**config.mk**
```make
export PLATFORM = sky130hd
export DESIGN_NAME = fuzz_vector_harness
export DESIGN_NICKNAME = d
export VERILOG_FILES = /design/src/rtl/fuzz_vector_harness.sv
export SDC_FILE = /design/constraint.sdc
export NUM_CORES = 1
export LEC_CHECK = 0
export CAP_MARGIN = 25
export CORE_ASPECT_RATIO = 0.7
export CORE_MARGIN = 3
export CORE_UTILIZATION = 55
export CTS_BUF_LIST = sky130_fd_sc_hd__clkbuf_8
export CTS_CLUSTER_DIAMETER = 200
export DETAILED_ROUTE_END_ITERATION = 12
export PLACE_DENSITY = 0.95
export SYNTH_ARGS = -nofsm -noshare
export SYNTH_HDL_FRONTEND = slang
export SYNTH_SLANG_ARGS = --single-unit
```
**constraint.sdc**
```tcl
create_clock -name clk -period 5.06 [get_ports clk]
set_input_delay 1.012 -clock clk [delete_from_list [all_inputs] [get_ports clk]]
set_output_delay 1.012 -clock clk [all_outputs]
set_load 0.1 [all_outputs]
```
**src/rtl/fuzz_vector_harness.sv**
```systemverilog
// Stimulus/response harness for a flattened fuzz wrapper: LFSR-driven input vectors,
// a programmable settle time, and a 16-bit MISR that compacts the responses of a run.
module fuzz_vector_harness #(
  parameter int unsigned IN_W        = 27,
  parameter int unsigned OUT_W       = 8,
  parameter int unsigned NUM_VECTORS = 256,
  parameter int unsigned SETTLE_CYC  = 1,
  parameter logic [31:0] SEED        = 32'h0000_0001
) (
  input  logic             clk,
  input  logic             rst_n,
  input  logic             start,
  input  logic             abort,
  output logic [IN_W-1:0]  in_flat,
  input  logic [OUT_W-1:0] out_flat,
  output logic             busy,
  output logic             done,
  output logic [15:0]      vec_count,
  output logic [15:0]      signature
);

  // An all-zero LFSR would lock up, so a zero seed is promoted to 1.
  localparam logic [31:0] SEED_EFF = (SEED == 32'd0) ? 32'd1 : SEED;
  localparam int unsigned CNT_W = (SETTLE_CYC > 1) ? $clog2(SETTLE_CYC) : 1;
  localparam logic [CNT_W-1:0] SETTLE_LOAD = CNT_W'(SETTLE_CYC - 1);
  localparam logic [15:0] LAST_VEC = 16'(NUM_VECTORS - 1);

  typedef enum logic [2:0] {
    S_IDLE,
    S_APPLY,
    S_SETTLE,
    S_CAPTURE,
    S_DONE
  } state_t;

  state_t           state, state_nxt;
  logic [31:0]      lfsr;
  logic [31:0]      lfsr_nxt;
  logic [15:0]      sig_nxt;
  logic [CNT_W-1:0] settle_cnt;

  assign lfsr_nxt = {1'b0, lfsr[31:1]} ^ (lfsr[0] ? 32'h8020_0003 : 32'h0);
  assign sig_nxt  = {signature[14:0], 1'b0} ^ (signature[15] ? 16'h1021 : 16'h0)
                  ^ 16'(out_flat);

  // NOTE: sequential state uses non-blocking assignments so every register
  // samples the pre-edge values regardless of statement order.
  always_ff @(posedge clk or negedge rst_n) begin
    if (!rst_n) state <= S_IDLE;
    else        state <= state_nxt;
  end

  // NOTE: the default is assigned first so no path leaves state_nxt unassigned,
  // which would otherwise infer a latch.
  always_comb begin
    state_nxt = state;
    case (state)
      S_IDLE, S_DONE: if (start) state_nxt = S_APPLY;
      S_APPLY:        state_nxt = S_SETTLE;
      S_SETTLE:       if (settle_cnt == '0) state_nxt = S_CAPTURE;
      S_CAPTURE:      state_nxt = (vec_count == LAST_VEC) ? S_DONE : S_APPLY;
      default:        state_nxt = S_IDLE;
    endcase
    if (abort) state_nxt = S_IDLE;
  end

  assign busy = (state == S_APPLY) || (state == S_SETTLE) || (state == S_CAPTURE);
  assign done = (state == S_DONE);

  // Abort freezes the datapath so a partial signature stays readable.
  always_ff @(posedge clk or negedge rst_n) begin
    if (!rst_n) begin
      in_flat    <= '0;
      vec_count  <= '0;
      signature  <= '0;
      lfsr       <= SEED_EFF;
      settle_cnt <= '0;
    end else if (!abort) begin
      case (state)
        S_IDLE, S_DONE: begin
          if (start) begin
            lfsr      <= SEED_EFF;
            signature <= '0;
            vec_count <= '0;
          end
        end
        S_APPLY: begin
          in_flat    <= lfsr[IN_W-1:0];
          settle_cnt <= SETTLE_LOAD;
        end
        S_SETTLE: begin
          if (settle_cnt != '0) settle_cnt <= settle_cnt - 1'b1;
        end
        S_CAPTURE: begin
          signature <= sig_nxt;
          vec_count <= vec_count + 16'd1;
          lfsr      <= lfsr_nxt;
        end
        default: ;
      endcase
    end
  end

endmodule

```
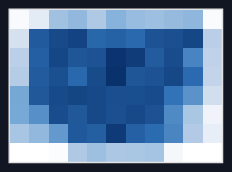
run_1/util_map.png
(2 px per um) The die is cut into 11 by 8 equal tiles; white is low, dark blue is high, 0 to 100% covered.
5.7% of the tiles are nearly empty. The mean over all tiles is 59%. The fullest tile reaches 99%. The densest ninth of the die: middle. 50% of the tiles are over 75% full. The emptiest ninth of the die: bottom right.
core box area: 6490 um^2
floorplan core density: 59.2%
fin util: 75.2%

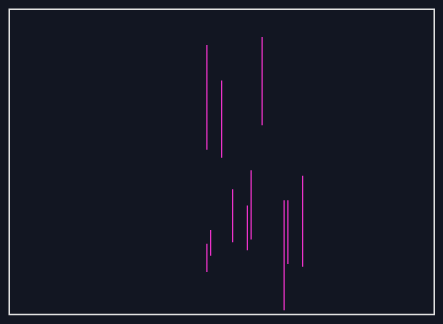
run_1/m4.png
(4 px per um)
The longest straight run is 27.2 um. The layer holds 2.1% of the routed length. The wires run mostly vertical. The layer carries 186 um of wire.

==> qor.txt, run 1 <==
Yosys Instances = 299
Ys Warns = 0
Floorplan Nets = 312
Placed cells = 448
Reg clk slew, reported paths = 100 ps
Vias in the first global route = 2,799
Hold-fix buffers at CTS = 0
Worst reg2reg path depth = 4
# resized after CTS = 0
CP Launch Point = state[1]$_DFFE_PN0P_
First-pass DRT Iterations = 4
Run status = complete, no violations
Ys async rst share = 100%
Setup_tns = 0 ps
Finish-stage setup viols = 0
Layout area overhead = 27.1%
Via count = 2,839
Sequential cell area = 2350 um^2
Clock skew = 9.51 ps
Die extent in x = 106 um
Post-DP HPWL = 5640 um
Comb gate area = 1420 um^2
Mapped Area = 3840 um^2
IO Port Bufs = 72
Crit path to = busy
Most frequent logic cell in the layout = dfrtp_1
Synth mux share = 7.92%
Worst-Margin Slew = 1010 ps
Setup ws final = 1580 ps
# diodes = 0
CTS tree = built
Clk buf depth = 2
WL/cell = 19.2 um
Root Buffer = clkbuf_8
Worst EP arrival = 2470 ps
Pwr Density = 389 nW/um^2
RSZ-0062 raised after global routing = no
Fin. max-slew vios = 0
Clock Sinks = 94
Synth logic family = AND-OR/OR-AND gates
Cell Type Count = 40
Chip area = 8040 um^2
H-tree Lvls = 3
GPL Wtd Cong = 0.834
Top Layout Cells = dfrtp_1 (93), clkdlybuf4s50_1 (71), a22o_1 (37)
Fraction of power consumed by the clock network = 28.8%
Max-cap violations = 0
Post-CTS Setup Inserts = 0
CTS Buf Count = 9
Synth Seq Share = 61.3%
Critical Path RT = 4050 ps
Crit path time final = 3480 ps
P_leak = 2.17 nW
Hold Path Sink = in_flat[7]$_DFFE_PN0P_
Mean area per synthesized cell = 12.8 um^2
Setup WS pre-CTS = 1480 ps
Synthesized instance count = 299
Largest net degree at the start of global routing = 50
First-pass GRT wire length = 14,900 um
Flops out of synthesis = 94
Combinational fraction of design power = 26.3%
XOR/XNOR Area Share = 4.56%
Cell area after placement = 4660 um^2
Fmax = 0.287 GHz
Antenna Nets Post-Route = 0
Fin area = 4880 um^2
Reg2reg start = state[1]$_DFFE_PN0P_
Worst Setup Start Kind = register
Flip-flops with a built-in enable = 0
Violation count after the first detailed-route iteration = 209
Worst skew pair latency = 360 ps
Seq pwr share = 44.9%
Fillers = 422
Design internal power = 1.21 mW
Critical path class = reg2out
Die Y = 75.9 um
Main flop type = dfrtp_1
Final wirelength = 8900 um
DR vias/cell = 6.12
Layout net count = 381
Max FO, Critical Path = 9
YS chip area = 3840 um^2
Initial antenna violation count = 0
Simple share = 9.09%
Hold crit path type = reg2reg
Row count = 24
Total power = 1.90 mW
Net Sw Power = 0.690 mW
Max-slew headroom = 32.6%
Sw frac = 36.3%
Adder-cell share of the synthesized area = 0.326%
Reg2reg end = vec_count[13]$_DFFE_PN0P_
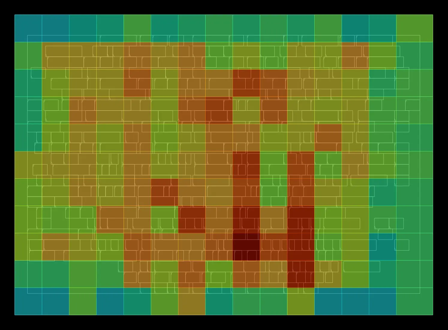
run_1/congestion_map.png
Tot GR Track Use: 23.4%
GR met1 Demand/Resource: 32.7%

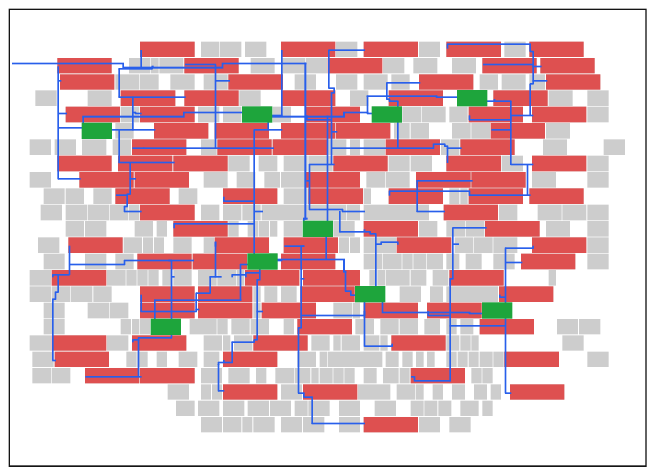
run_1/clock_wires.png
(6 px per um)
flip-flops: shown in red, count 94. clock-net drivers: shown in green, count 9. clock wires: shown in blue, length 1,020 um.
Position of the flops: widely spread. There are 10 routed clock nets.

[run 1: worst max-delay path, cell delays in order, from the launching register on]
cell and delay (ps):
dfrtp_1 590, nor2_1 120, nor2_1 220, clkdlybuf4s50_1 1180
[run 1: layer usage]
| layer | up-vias | GRT usage [%] | routed length, um | share of wire [%] |
|---|---|---|---|---|
| met5 | - | 0 | 0 | 0 |
| met4 | 0 | 6.73 | 185 | 2.1 |
| met3 | 24 | 7.13 | 650 | 7.3 |
| met2 | 150 | 35.7 | 4180 | 47 |
| met1 | 1429 | 32.7 | 3890 | 44 |
| li1 | 1236 | - | - | - |
[run 1: cell usage after synthesis, types with 2 or more instances]
master    count  area share [%]
clkbuf_1     15             1.5
nor2_1       10            0.98
nor4_1        3            0.49
o21ai_0      18             2.3
and3_1        4            0.65
or3_1         4            0.65
xnor2_1      15             3.4
a211oi_1      3            0.59
mux2_2       27             7.9
a22o_1       37             8.4
nor2b_1       2            0.33
and4_1        2            0.46
nand4_1       3            0.49
a21oi_1       8             1.0
buf_2         2            0.26
nand3_1      16             2.1
buf_6         2            0.59
nand2_1      10            0.98
dfrtp_1      93              61
xor2_1        5             1.1
[run 1: cell type report]
type | instances | area share, %
multi-input combinational | 184 | 29.2
sequential | 94 | 48.2
inverter | 1 | 0.0769
clock buffer | 9 | 2.54
timing repair buffer | 78 | 15.6
tap | 91 | 2.33
clock inverter | 7 | 2.03
[run 1: state kept, by name (all words and copies together) (netlist names)]
signal     count
lfsr          32
in_flat       27
signature     16
vec_count     16
state          3
[run 1: power groups by stage]
stage          Sequential [mW]  Clock, mW  Combinational [mW]
6_report                 0.854      0.547               0.499
5_1_grt                  0.859      0.589               0.520
4_1_cts                  0.853      0.556               0.500
3_5_place_dp             0.863          0               0.495
3_3_place_gp             0.861          0               0.487
2_1_floorplan             1.05          0               0.174
==> run 1 -> run 2 <==
Settings changed: CORE_UTILIZATION 55 to 54, PLACE_DENSITY 0.95 to 0.93.
Clock period 5.06 ns to 3.34 ns, I/O delays scaled along.
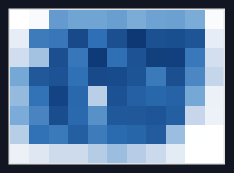
run_2/util_map.png
(2 px per um) The die is cut into 11 by 8 equal tiles; white is low, dark blue is high, 0 to 100% covered.
5.7% of the tiles are nearly empty. The emptiest ninth of the die: bottom right. The mean over all tiles is 56%. 38% of the tiles are over 75% full. The fullest tile reaches 97%.
floorplan core density: 56.3%
fin util: 69.4%

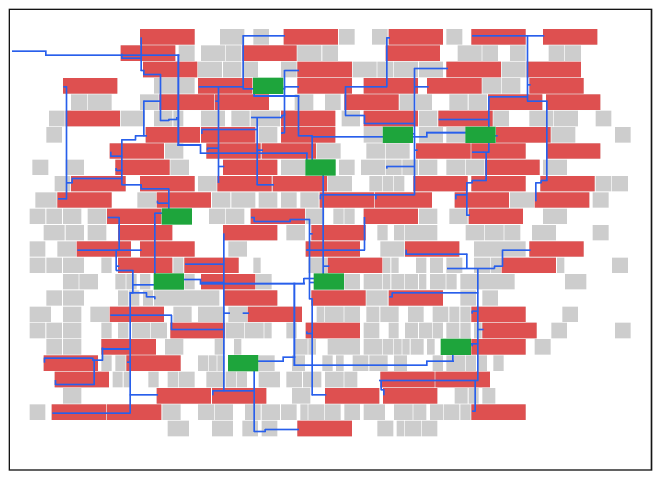
run_2/clock_wires.png
(6 px per um)
clock wires: shown in blue, length 964 um. flip-flops: shown in red, count 94. clock-net drivers: shown in green, count 9.
There are 10 routed clock nets.
fraction of power consumed by the clock network: 27.5%
clock skew: 11.1 ps
Clock Power: 0.766 mW
worst skew pair latency: 360 ps

==> run 2 against run 1 <==
Critical path depth grew 3. Final cell count grew 1.3%. Sequential share of layout area grew 1.5 points. Via count shrank 4.1%. Largest cell class unchanged. Critical endpoint is now vec_count[12]$_DFFE_PN0P_.
==> qor.txt, run 2 <==
Placed cells = 454 (+1.3%)
Post-DP HPWL = 5620 um (-0.44%)
IO Port Bufs = 72 (unchanged)
RSZ-0062 raised after global routing = no
Top Layout Cells = dfrtp_1 (93), buf_4 (71), a22o_1 (37)
Main flop type = dfrtp_1
Ys async rst share = 100% (unchanged)
DRC = 0
Max rail drop VDD = 0.000444 V
Floorplan Nets = 312 (unchanged)
Total power = 2.79 mW (+47%)
Share of layout cells above drive strength 1 = 31.9%
Design internal power = 1.76 mW (+46%)
Row count = 25 (+4.2%)
Synthesized instance count = 299 (unchanged)
Top cell area share = 60.6% (unchanged)
Pwr Density = 589 nW/um^2 (+51%)
Hold crit path type = in2async
Max-cap violations = 0 (unchanged)
Reg clk slew, reported paths = 90 ps (about the same)
CP Launch Point = abort
Fmax = 0.389 GHz
Via count = 2,724 (-4.1%)
Synth Seq Share = 61.3% (unchanged)
Hold-fix buffers at CTS = 0 (unchanged)
Clk buf depth = 2 (unchanged)
Die Y = 76.6 um (+0.84%)
Flops out of synthesis = 94 (unchanged)
Fin. max-slew vios = 0 (unchanged)
Largest register FFs = 32 (unchanged)
Crit end category = register
Final wirelength = 8100 um (-9.0%)
Max FO, Critical Path = 13 (+4)
Setup ws final = 770 ps (-811 ps)
Die extent in x = 107 um (+0.87%)
CTS Buf Count = 9 (unchanged)
Tot GR Track Use = 21.4% (-2.0 points)
YS chip area = 3840 um^2 (unchanged)
Cell Type Count = 40 (unchanged)
CTS tree = built
# diodes = 0 (unchanged)
Most frequent logic cell in the layout = dfrtp_1
Top cells by count = dfrtp_1 (93), a22o_1 (37), mux2_2 (27), o21ai_0 (18), nand3_1 (16)
Mapped Area = 3840 um^2 (unchanged)
First-pass GRT wire length = 14,000 um (-6.4%)
Root Buffer = clkbuf_8
Worst Setup Start Kind = primary input
Biggest register = lfsr
Tool Warnings = 26
H-tree Lvls = 3 (unchanged)
Setup_tns = 0 ps (unchanged)
Cell type with the largest total area = dfrtp_1
Ys Warns = 0 (unchanged)
Mean area per synthesized cell = 12.8 um^2 (unchanged)
Combinational fraction of design power = 26.4% (about the same)
First-pass DRT Iterations = 4 (unchanged)
Worst EP arrival = 2860 ps (+390 ps)
Cell area after placement = 4530 um^2 (-2.7%)
Max-slew headroom = 64.5% (+32 points)
Crit path time final = 2570 ps
Cell area leaders = dfrtp_1 (61%), a22o_1 (8.4%), mux2_2 (7.9%)
Yosys Instances = 299 (unchanged)
Initial antenna violation count = 0 (unchanged)
Final hold viol count = 0
Tcrit/Tclk final = 76.9%
Layout area overhead = 23.3%
# resized after CTS = 0 (unchanged)
Fin cells = 470
P_leak = 2.29 nW (+5.5%)
Flip-flops with a built-in enable = 0 (unchanged)
WL/cell = 17.2 um (-10%)
Net Sw Power = 1.03 mW (+49%)
Chip area = 8170 um^2 (+1.7%)
Antenna Nets Post-Route = 0 (unchanged)
Post-CTS Setup Inserts = 0 (unchanged)
Violation count after the first detailed-route iteration = 152 (-27%)
Worst-Margin Slew = 532 ps (-475 ps)
Fin Hold WS = 273 ps
Sw frac = 36.8% (+0.46 points)
Clock Sinks = 94 (unchanged)
Critical path class = in2reg
Total gr overflow = 0
Core box area = 6820 um^2 (+5.1%)
Fin area = 4740 um^2 (-2.9%)
Setup WS pre-CTS = 456 ps (-1030 ps)
Vias in the first global route = 2,745 (-1.9%)
Seq pwr share = 46.2% (+1.3 points)
Reg2reg start = state[1]$_DFFE_PN0P_
DR vias/cell = 5.80 (-5.3%)
Layout net count = 384 (+0.79%)
Most frequent cell after synthesis = dfrtp_1
Critical Path RT = 3630 ps (-420 ps)
Largest regs = lfsr (32), in_flat (27)
Finish-stage setup viols = 0 (unchanged)
GPL Wtd Cong = 0.838 (+0.46%)
Run status = complete, no violations
Ports = 73
Largest net degree at the start of global routing = 43 (-14%)
[run 2: cells by family after synthesis]
logic type / count (synthesis) / share of synthesized area [%]
DFF: 94 / 61.3
AOI/OAI and AO/OA: 74 / 14.3
and+or+nand+nor: 62 / 9.09
muxes: 27 / 7.92
buffers and inverters: 21 / 2.51
xor gates and xnor gates: 20 / 4.56
adders and majority gates: 1 / 0.326
[run 2: path summary, 6_finish.rpt]
kind	endpoint	slack, ps	cells after the start
worst max-delay path	vec_count[12]$_DFFE_PN0P_	770	6
max in group asynchronous	vec_count[15]$_DFFE_PN0P_	2320	2
min in group clk	lfsr[27]$_DFFE_PN0P_	510	1
worst min register to register	lfsr[27]$_DFFE_PN0P_	510	1
worst max register to register	vec_count[12]$_DFFE_PN0P_	1060	5
worst min-delay path	in_flat[3]$_DFFE_PN0P_	270	1
[run 2: layer usage]
layer	vias to the layer above	track usage [%]	wire (um)
met5	-	0	0
met4	0	4.73	34
met3	6	6.35	409
met2	77	32.2	3860
met1	1390	31.1	3800
li1	1251	-	-
[run 2: power by group through the flow]
| stage | logic [mW] | clock network [mW] | registers, mW |
|---|---|---|---|
| floorplan | 0.264 | 0 | 1.59 |
| global placement | 0.727 | 0 | 1.30 |
| detailed placement | 0.740 | 0 | 1.31 |
| CTS | 0.740 | 0.777 | 1.29 |
| global route | 0.772 | 0.826 | 1.30 |
| finish | 0.735 | 0.766 | 1.29 |
[run 2: worst max-delay path: stages]
cell	delay [ps]
clkdlybuf4s50_1	530
or4b_1	650
buf_4	250
a211oi_1	400
nand4b_1	170
a21oi_1	180
[run 2: final cells by class]
type                            instances  area [um^2]
Clock buffer                           10          138
Clock inverter                          6         67.6
Fill cell                             489         2080
Inverter                                1         3.75
Multi-Input combinational cell        184         1420
Sequential cell                        94         2350
Tap cell                               94          118
Timing Repair Buffer                   81          633
==> run 2 -> run 3 <==
Clock period 3.34 ns to 2.6 ns, I/O delays scaled along.
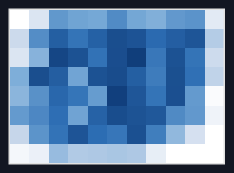
run_3/util_map.png
(2 px per um) The die is cut into 11 by 8 equal tiles; white is low, dark blue is high, 0 to 100% covered.
The fullest tile reaches 95%. The emptiest ninth of the die: bottom right. 5.7% of the tiles are nearly empty. 33% of the tiles are over 75% full. The mean over all tiles is 57%. The densest ninth of the die: middle.
fin util: 69.8%
core box area: 6820 um^2

==> run 3 against run 2 <==
Global-route usage is 0.15 points higher. Routed wire length is 2.4% higher. Total power is 26% higher. Largest cell class unchanged. Critical path type unchanged.
==> qor.txt, run 3 <==
Layout net count = 387 (+0.78%)
Mean area per synthesized cell = 12.8 um^2 (unchanged)
Design internal power = 2.17 mW (+23%)
Biggest register = lfsr
Hold-fix buffers at CTS = 0 (unchanged)
Main flop type = dfrtp_1
Finish-stage setup viols = 0 (unchanged)
Tool Warnings = 26 (unchanged)
Final hold viol count = 0 (unchanged)
Top Consumer = registers
Via count = 2,762 (+1.4%)
Floorplan core density = 56.3% (unchanged)
Top cells by count = dfrtp_1 (93), a22o_1 (37), mux2_2 (27), o21ai_0 (18), nand3_1 (16)
Post-DP HPWL = 5660 um (+0.68%)
Fmax = 0.454 GHz
Largest regs = lfsr (32), in_flat (27)
GPL Wtd Cong = 0.901 (+7.6%)
Setup_tns = 0 ps (unchanged)
Most frequent cell after synthesis = dfrtp_1
CP top delay family = simple AND/OR/NAND/NOR gates
Worst Path Buf+Inv = 1 (-1)
Fraction of power consumed by the clock network = 25.6% (-1.9 points)
Placed cells = 457 (+0.66%)
Critical path class = in2reg
Final wirelength = 8290 um (+2.4%)
WL/cell = 17.5 um (+1.7%)
Synthesized instance count = 299 (unchanged)
Crit-path max cell delay = 540 ps (-110 ps)
Share of layout cells above drive strength 1 = 32.2% (+0.28 points)
Top cell area share = 60.6% (unchanged)
Chip area = 8170 um^2 (unchanged)
Tot GR Track Use = 21.6% (+0.15 points)
Fin. max-slew vios = 0 (unchanged)
P_seq = 1.65 mW (+28%)
Run status = complete, no violations
Fin cells = 473 (+0.64%)
Initial antenna violation count = 0 (unchanged)
Largest net degree at the start of global routing = 49 (+14%)
Crit path time final = 2200 ps
Post-CTS Setup Inserts = 0 (unchanged)
# resized after CTS = 0 (unchanged)
H-tree Lvls = 3 (unchanged)
YS chip area = 3840 um^2 (unchanged)
Clk buf depth = 2 (unchanged)
CTS Buf Count = 9 (unchanged)
DR vias/cell = 5.84 (+0.75%)
Max-cap violations = 0 (unchanged)
Total gr overflow = 0 (unchanged)
Most frequent logic cell in the layout = dfrtp_1
Cell Type Count = 40 (unchanged)
Pwr Density = 740 nW/um^2 (+26%)
Synth Seq Share = 61.3% (unchanged)
Ys Warns = 0 (unchanged)
Seq pwr share = 47.0% (+0.8 points)
First-pass DRT Iterations = 4 (unchanged)
Floorplan Nets = 312 (unchanged)
Comb. pwr = 0.966 mW (+31%)
Flops out of synthesis = 94 (unchanged)
Max FO, Critical Path = 9 (-4)
Cell type with the largest total area = dfrtp_1
Critical Path RT = 2890 ps (-740 ps)
DRC = 0 (unchanged)
Combinational fraction of design power = 27.4% (+1.0 points)
Flip-flops with a built-in enable = 0 (unchanged)
Clock Power = 0.900 mW (+17%)
Layout area overhead = 23.9%
Antenna Nets Post-Route = 0 (unchanged)
Critical path, cell by cell = clkdlybuf4s50_1 > or4b_1 > a21o_4 > or4_1 > a21oi_1
P_leak = 2.30 nW (+0.67%)
Clock skew = 8.32 ps (-2.77 ps)
Root Buffer = clkbuf_8
Largest register FFs = 32 (unchanged)
Sw frac = 38.4% (+1.6 points)
# diodes = 0 (unchanged)
RSZ-0062 raised after global routing = no
Ys async rst share = 100% (unchanged)
Row count = 25 (unchanged)
Vias in the first global route = 2,748 (+0.11%)
Violation count after the first detailed-route iteration = 147 (-3.3%)
Max-slew headroom = 59.5% (-4.9 points)
Clock Sinks = 94 (unchanged)
Tcrit/Tclk final = 84.8%
IO Port Bufs = 72 (unchanged)
Mapped Area = 3840 um^2 (unchanged)
Worst skew pair latency = 360 ps (about the same)
Net Sw Power = 1.35 mW (+32%)
Worst Setup Start Kind = primary input
Top Layout Cells = dfrtp_1 (93), buf_4 (72), a22o_1 (37)
Worst-Margin Slew = 607 ps (+74.6 ps)
CTS tree = built
Reg clk slew, reported paths = 100 ps (about the same)
Yosys Instances = 299 (unchanged)
Ports = 73 (unchanged)
Worst EP arrival = 2490 ps (-370 ps)
Critical path's slowest cell = or4b_1
Hold crit path type = in2async
First-pass GRT wire length = 13,900 um (-0.39%)
Crit end category = register
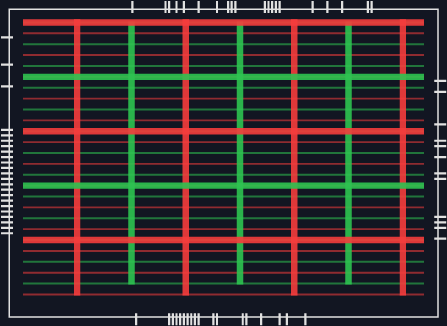
run_3/floorplan.png
(4 px per um) Pins as bars on the die edge.
VDD: shown in green. VSS: shown in red.
The core has 25 rows. 5 straps on met5. 26 met1 rails follow the rows. 73 signal pins sit on the boundary. 7 straps on met4.
Die Y: 76.6 um
Max rail drop VDD: 0.000542 V
die extent in x: 107 um

-- run 3: worst paths after layout --
check | cells after the start | to | start | slack, ps
min in group clk | 1 | lfsr[29]$_DFFE_PN0P_ | lfsr[30]$_DFFE_PN0P_ | 510
hold reg to reg | 1 | lfsr[29]$_DFFE_PN0P_ | lfsr[30]$_DFFE_PN0P_ | 510
max in group asynchronous | 2 | lfsr[20]$_DFFE_PN0P_ | rst_n | 1770
hold / removal | 1 | in_flat[6]$_DFFE_PN0P_ | rst_n | 160
setup / recovery | 5 | vec_count[13]$_DFFE_PN0P_ | start | 400
setup reg to reg | 4 | vec_count[13]$_DFFE_PN0P_ | state[1]$_DFFE_PN0P_ | 450
-- run 3: logic make-up after synthesis --
group	after synthesis	share of synthesized area, %
AND-OR/OR-AND	74	14.3
XOR/XNOR	20	4.56
adder cells (fa/ha/maj)	1	0.326
buffers and inverters	21	2.51
flip-flops	94	61.3
multiplexers	27	7.92
AND/OR/NAND/NOR	62	9.09
-- run 3: layout make-up --
type	instances	area [um^2]
sequential	94	2350
fill	523	2060
multi-input combinational	184	1420
timing repair buffer	84	681
clock buffer	9	124
tap	94	118
clock inverter	7	57.6
inverter	1	3.75
-- run 3: through the flow --
stage	utilization [%]	hold WS, ps	total power [mW]	cell area (um^2)	setup WS, ps
after CTS	69.8	165	3.54	4760	409
after floorplan	-	224	2.38	3840	337
after detailed placement	67.1	492	2.65	4580	26.4
after global routing	69.8	186	3.67	4760	301
after global placement	67.1	484	2.63	4580	84.5
final	69.8	157	3.52	4760	396
-- run 3: metal layers --
layer | track usage [%] | routed length (um) | vias up
li1 | - | - | 1255
met1 | 31.2 | 3830 | 1413
met2 | 32.3 | 3920 | 83
met3 | 6.01 | 448 | 11
met4 | 5.87 | 92 | 0
met5 | 0 | 0 | -
Power is estimated from default activity; no workload was simulated.
